**config.mk**
```make
export PLATFORM = sky130hd
export DESIGN_NAME = mc_fifo
export DESIGN_NICKNAME = d
export VERILOG_FILES = /design/src/rtl/mc_fifo_pkg.sv /design/src/rtl/mc_fifo_chan_ctrl.sv /design/src/rtl/mc_fifo.sv
export SDC_FILE = /design/constraint.sdc
export NUM_CORES = 1
export LEC_CHECK = 0
export ABC_CLOCK_PERIOD_IN_PS = 5860
export CORE_UTILIZATION = 45
export CTS_BUF_LIST = sky130_fd_sc_hd__clkbuf_8
export DETAILED_ROUTE_END_ITERATION = 16
export PLACE_DENSITY = 0.63
export SLEW_MARGIN = 20
export SYNTH_ARGS = -nofsm -noshare
export SYNTH_HDL_FRONTEND = slang
export SYNTH_HIERARCHICAL = 1
export SYNTH_SLANG_ARGS = --single-unit
```
**constraint.sdc**
```tcl
create_clock -name clk_i -period 5.86 [get_ports clk_i]
set_clock_uncertainty 0.15 [all_clocks]
set_input_delay 1.465 -clock clk_i [delete_from_list [all_inputs] [get_ports clk_i]]
set_output_delay 1.465 -clock clk_i [all_outputs]
set_load 0.01 [all_outputs]
```
**src/rtl/mc_fifo_pkg.sv**
```systemverilog
// mc_fifo_pkg: shared helpers for the multi-channel FIFO.
//   clog2_min1  - ceil(log2(n)), never below 1 (index widths)
//   ptr_width   - pointer width for a channel of 2**log_depth entries (one wrap bit)
//   ptr_full    - wptr-rptr difference that marks a full channel (MSB only)
//   ptr_empty   - wptr-rptr difference that marks an empty channel
// Users derive their own pointer/usage type as logic [ptr_width(LOG_DEPTH)-1:0].
package mc_fifo_pkg;

    function automatic int unsigned clog2_min1(input int unsigned n);
        return (n > 1) ? $clog2(n) : 1;
    endfunction

    function automatic int unsigned ptr_width(input int unsigned log_depth);
        return log_depth + 1;
    endfunction

    function automatic int unsigned ptr_full(input int unsigned log_depth);
        return 1 << log_depth;
    endfunction

    function automatic int unsigned ptr_empty(input int unsigned log_depth);
        return (log_depth > 0) ? 0 : 0;
    endfunction

endpackage

```
**src/rtl/mc_fifo_chan_ctrl.sv**
```systemverilog
// mc_fifo_chan_ctrl: pointer bookkeeping for one channel of mc_fifo.
// Optional feature: MC_FIFO_FALL_THROUGH_EN (push to an empty channel is visible same cycle).
//   clk_i, rst_ni   clock, async active-low reset
//   flush_i         clear both pointers at the next edge (overrides pop)
//   push_i          a push to this channel fires this cycle
//   pop_ready_i     consumer accepts the head
//   push_ready_o    channel can accept (not full, not flushing)
//   pop_valid_o     channel has a head entry
//   wr_o            storage write enable for this channel
//   fwd_o           (fall-through only) head comes from the push port this cycle
//   wptr_o, rptr_o  storage offsets within the channel
//   usage_o         fill level 0..2**LOG_DEPTH
module mc_fifo_chan_ctrl
    import mc_fifo_pkg::*;
#(
    parameter int unsigned LOG_DEPTH = 3
) (
    input  logic                 clk_i,
    input  logic                 rst_ni,
    input  logic                 flush_i,
    input  logic                 push_i,
    input  logic                 pop_ready_i,
    output logic                 push_ready_o,
    output logic                 pop_valid_o,
    output logic                 wr_o,
`ifdef MC_FIFO_FALL_THROUGH_EN
    output logic                 fwd_o,
`endif
    output logic [LOG_DEPTH-1:0] wptr_o,
    output logic [LOG_DEPTH-1:0] rptr_o,
    output logic [LOG_DEPTH:0]   usage_o
);

    localparam int unsigned PtrW = ptr_width(LOG_DEPTH);
    typedef logic [PtrW-1:0] ptr_t;

    localparam ptr_t FullDiff  = ptr_t'(ptr_full(LOG_DEPTH));
    localparam ptr_t EmptyDiff = ptr_t'(ptr_empty(LOG_DEPTH));

    ptr_t wptr_q, wptr_d;
    ptr_t rptr_q, rptr_d;
    ptr_t diff;
    logic empty;
    logic full;
    logic rd_adv;

    assign diff  = wptr_q - rptr_q;
    assign empty = (diff == EmptyDiff);
    // Full when pointers differ only in the wrap bit.
    assign full  = ((wptr_q ^ rptr_q) == FullDiff);

    // Independent of pop_ready_i: a full channel stays not-ready even while popped.
    assign push_ready_o = !full && !flush_i;

`ifdef MC_FIFO_FALL_THROUGH_EN
    assign fwd_o       = empty && push_i;
    assign pop_valid_o = !empty || push_i;
    // A forwarded word taken in the same cycle never touches storage.
    assign wr_o        = push_i && !(fwd_o && pop_ready_i);
    assign rd_adv      = !empty && pop_ready_i;
`else
    assign pop_valid_o = !empty;
    assign wr_o        = push_i;
    assign rd_adv      = pop_valid_o && pop_ready_i;
`endif

    always_comb begin
        wptr_d = wptr_q;
        rptr_d = rptr_q;
        if (flush_i) begin
            wptr_d = '0;
            rptr_d = '0;
        end else begin
            wptr_d = wptr_q + ptr_t'(wr_o);
            rptr_d = rptr_q + ptr_t'(rd_adv);
        end
    end

    always_ff @(posedge clk_i or negedge rst_ni) begin
        if (!rst_ni) begin
            wptr_q <= '0;
            rptr_q <= '0;
        end else begin
            wptr_q <= wptr_d;
            rptr_q <= rptr_d;
        end
    end

    assign wptr_o  = wptr_q[LOG_DEPTH-1:0];
    assign rptr_o  = rptr_q[LOG_DEPTH-1:0];
    assign usage_o = diff;

endmodule

```
**src/rtl/mc_fifo.sv**
```systemverilog
// mc_fifo: single-clock multi-channel FIFO. One storage array is split into NumChan
// circular queues of 2**LOG_DEPTH entries; one tagged push port, one valid/ready pop
// port per channel.
// Optional feature: MC_FIFO_FALL_THROUGH_EN (same-cycle delivery into an empty channel).
//   clk_i, rst_ni   clock, async active-low reset
//   flush_i         per-channel synchronous clear
//   push_data_i     write payload
//   push_chan_i     destination channel
//   push_valid_i    push request
//   push_ready_o    selected channel can accept (0 for out-of-range channel)
//   pop_data_o      head entry per channel
//   pop_valid_o     per-channel non-empty
//   pop_ready_i     per-channel consumer accept
//   usage_o         per-channel fill level
module mc_fifo
    import mc_fifo_pkg::*;
#(
    parameter type         T            = logic,
    parameter int unsigned NumChan      = 4,
    parameter int unsigned LOG_DEPTH    = 3,
    parameter int unsigned ChanIdxWidth = clog2_min1(NumChan)
) (
    input  logic                            clk_i,
    input  logic                            rst_ni,
    input  logic [NumChan-1:0]              flush_i,
    input  T                                push_data_i,
    input  logic [ChanIdxWidth-1:0]         push_chan_i,
    input  logic                            push_valid_i,
    output logic                            push_ready_o,
    output T     [NumChan-1:0]              pop_data_o,
    output logic [NumChan-1:0]              pop_valid_o,
    input  logic [NumChan-1:0]              pop_ready_i,
    output logic [NumChan-1:0][LOG_DEPTH:0] usage_o
);

    localparam int unsigned Depth   = 1 << LOG_DEPTH;
    localparam int unsigned Entries = NumChan * Depth;
    localparam int unsigned AddrW   = clog2_min1(Entries);

    T mem_q [Entries];

    logic [NumChan-1:0]                push_sel;
    logic [NumChan-1:0]                chan_ready;
    logic [NumChan-1:0]                push_fire;
    logic [NumChan-1:0]                wr_vec;
    logic [NumChan-1:0][LOG_DEPTH-1:0] wptr_lo;
    logic [NumChan-1:0][LOG_DEPTH-1:0] rptr_lo;
    logic                              wr_en;
    logic [AddrW-1:0]                  wr_addr;
`ifdef MC_FIFO_FALL_THROUGH_EN
    logic [NumChan-1:0]                fwd;
`endif

    // One-hot decode; an out-of-range channel selects nothing and so is never ready.
    always_comb begin
        push_sel = '0;
        for (int c = 0; c < NumChan; c++) begin
            push_sel[c] = (push_chan_i == ChanIdxWidth'(c));
        end
    end

    assign push_ready_o = |(push_sel & chan_ready);
    assign push_fire    = push_sel & chan_ready & {NumChan{push_valid_i}};

    for (genvar c = 0; c < NumChan; c++) begin : g_chan
        mc_fifo_chan_ctrl #(
            .LOG_DEPTH (LOG_DEPTH)
        ) u_ctrl (
            .clk_i        (clk_i),
            .rst_ni       (rst_ni),
            .flush_i      (flush_i[c]),
            .push_i       (push_fire[c]),
            .pop_ready_i  (pop_ready_i[c]),
            .push_ready_o (chan_ready[c]),
            .pop_valid_o  (pop_valid_o[c]),
            .wr_o         (wr_vec[c]),
`ifdef MC_FIFO_FALL_THROUGH_EN
            .fwd_o        (fwd[c]),
`endif
            .wptr_o       (wptr_lo[c]),
            .rptr_o       (rptr_lo[c]),
            .usage_o      (usage_o[c])
        );

`ifdef MC_FIFO_FALL_THROUGH_EN
        assign pop_data_o[c] = fwd[c] ? push_data_i
                                      : mem_q[AddrW'(c * Depth) + AddrW'(rptr_lo[c])];
`else
        assign pop_data_o[c] = mem_q[AddrW'(c * Depth) + AddrW'(rptr_lo[c])];
`endif
    end

    // At most one bit of wr_vec is set: pushes are serialised through one port.
    always_comb begin
        wr_en   = 1'b0;
        wr_addr = '0;
        for (int c = 0; c < NumChan; c++) begin
            if (wr_vec[c]) begin
                wr_en   = 1'b1;
                wr_addr = AddrW'(c * Depth) + AddrW'(wptr_lo[c]);
            end
        end
    end

    always_ff @(posedge clk_i or negedge rst_ni) begin
        if (!rst_ni) begin
            for (int i = 0; i < Entries; i++) begin
                mem_q[i] <= '0;
            end
        end else if (wr_en) begin
            mem_q[wr_addr] <= push_data_i;
        end
    end

endmodule

```
Fig. 1: run 1, routed metal per tile
The die is cut into 20 by 20 equal tiles; black is low, pale yellow is high, scaled to the fullest tile. Values are wire area over tile area, all layers added.
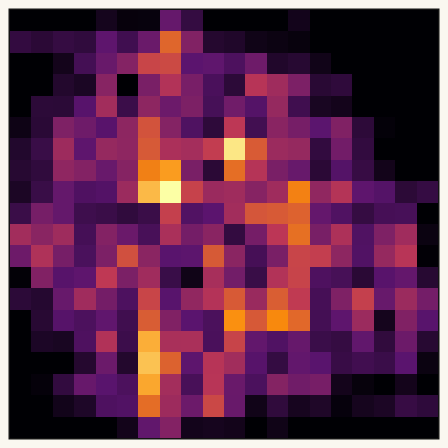
The fullest tile reaches 0.52. The emptiest ninth of the die: upper right. The mean over all tiles is 0.13.

Fig. 2: run 1, placement view
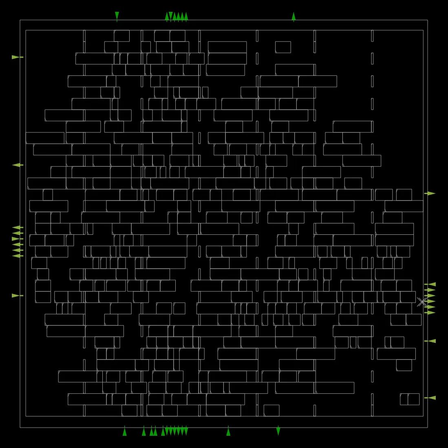
number of flip-flops and latches: 64
tap cells: 108
Fillers: 785
number of standard cells in the layout, taps in and fillers out: 479

Fig. 3: run 1, nets reached from selected ports
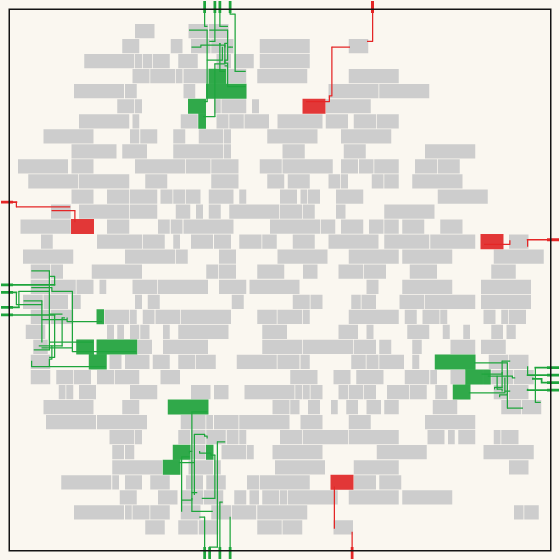
Key: pop_data_o = red [direction output, end cells 4, buffers 4, wire 61.7 um]; usage_o = green [direction output, end cells 16, buffers 16, wire 442 um]

==> summary.txt, run 1 <==
Results of the run.

The cell class contributing the biggest share of worst-path delay is buffers and inverters. Per STA, the endpoint of the critical path is push_ready_o. In the CTS report, the clock slew at the register clock pins of the worst setup and hold paths is listed as 0.07 ns. Of the total power, registers draw 35.2%. The headroom to the max-slew limit is 32.27%. The layout has 41 buffers outside the clock class.

The final reports fail on DRC. The post-synthesis instance area is 4116 um2. Ranked by total cell area, the synthesized netlist is headed by sky130_fd_sc_hd__dfrtp_1, sky130_fd_sc_hd__ha_1, sky130_fd_sc_hd__mux2_2, sky130_fd_sc_hd__buf_4, sky130_fd_sc_hd__mux4_2. Global routing used 25.64% of the available met1 tracks. The number of antenna violations at the first check in global routing came to 0. By area, multi-input combinational cells come first. The detailed-route DRC error count is 2. The multi-input combinational cell count is 229.

Per the placement report, the placed cell count is 463. The registers reported with the highest flop counts are mem_q (32), g_chan.u_ctrl/rptr_q (16), g_chan.u_ctrl/wptr_q (16). The report gives the cell count of the worst hold path as 1. After floorplanning, the die was sized to cover 9535 um2. The most common cell after layout, fill and taps aside is sky130_fd_sc_hd__dfrtp_1. The number of gates resized after cts is 0. The aggregate negative setup slack is 0 ns. The synthesized instance count is 359. In the layout the commonest cells are sky130_fd_sc_hd__dfrtp_1, sky130_fd_sc_hd__clkdlybuf4s50_1, sky130_fd_sc_hd__mux2_2. The flow ran to the end, but the final reports show violations. The area growth from synthesis to layout is 10.15%. The sequential power reported by the tool is 529 uW.

The overall routing resource usage is 18.21%. STA lists the startpoint of the worst hold path as mem_q[21].
==> run 2, diff against run 1 <==
Settings changed: ABC_CLOCK_PERIOD_IN_PS 5860 to 4400, PLACE_DENSITY 0.63 to 0.66.
Clock period 5.86 ns to 4.4 ns, I/O delays scaled along.
==> summary.txt, run 2 <==
Results of the run.

The number of non-clock buffers was 50 (was 41). The most common cell after layout, fill and taps aside is sky130_fd_sc_hd__dfrtp_1 (unchanged). The beginning of the worst hold path is mem_q[20] (was mem_q[21]). Violations in the final reports: DRC (unchanged). The headroom to the max-slew limit came to 29.90% (was 32.27%). The clock transition at the registers of the reported paths is 0.06 ns (was 0.07 ns). The number of gates resized after cts is 0 (unchanged).

The fraction of power consumed by sequential logic is 33.9% (was 35.2%). The number of instances on the worst hold path is 1 (unchanged). Leading cell types in the layout, fill and taps excluded: sky130_fd_sc_hd__dfrtp_1, sky130_fd_sc_hd__clkdlybuf4s50_1, sky130_fd_sc_hd__mux2_2 (unchanged). The detailed-route DRC error count is 2 (unchanged). The number of flip-flops and latches is 64 (unchanged). Result of the run: finished with violations (unchanged). The full die area came to 9535 um2 (unchanged). The filler cell count in the final layout came to 771 (was 785).

The synthesized instance count came to 359 (unchanged). The area growth from synthesis to layout is 12.55% (was 10.15%). The tally of non-filler cells in the final layout came to 487 (was 479). The power drawn by the sequential cells was 703 uW (was 529 uW). The last element of the critical path is push_ready_o (unchanged). The total placed cells including tap cells came to 472 (was 463). The cell class contributing the biggest share of worst-path delay is buffers and inverters (unchanged). The number of antenna violations at the first check in global routing is 0 (unchanged).
Fig. 4: run 2, routed metal per tile
The die is cut into 20 by 20 equal tiles; black is low, pale yellow is high, scaled to the fullest tile. Values are wire area over tile area, all layers added.
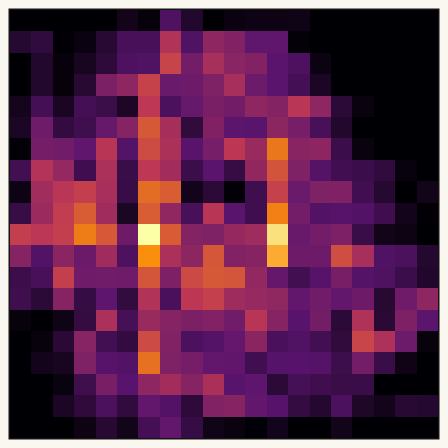
The fullest tile reaches 0.54. The emptiest ninth of the die: upper right. The mean over all tiles is 0.13. 18% of the tiles are nearly empty.
overall global routing resource usage: 18.03%
final wirelength: 7749 um
via count: 2666
WL/cell: 15.91 um

Power figures rest on the tool's default switching activity, not on a simulated workload.
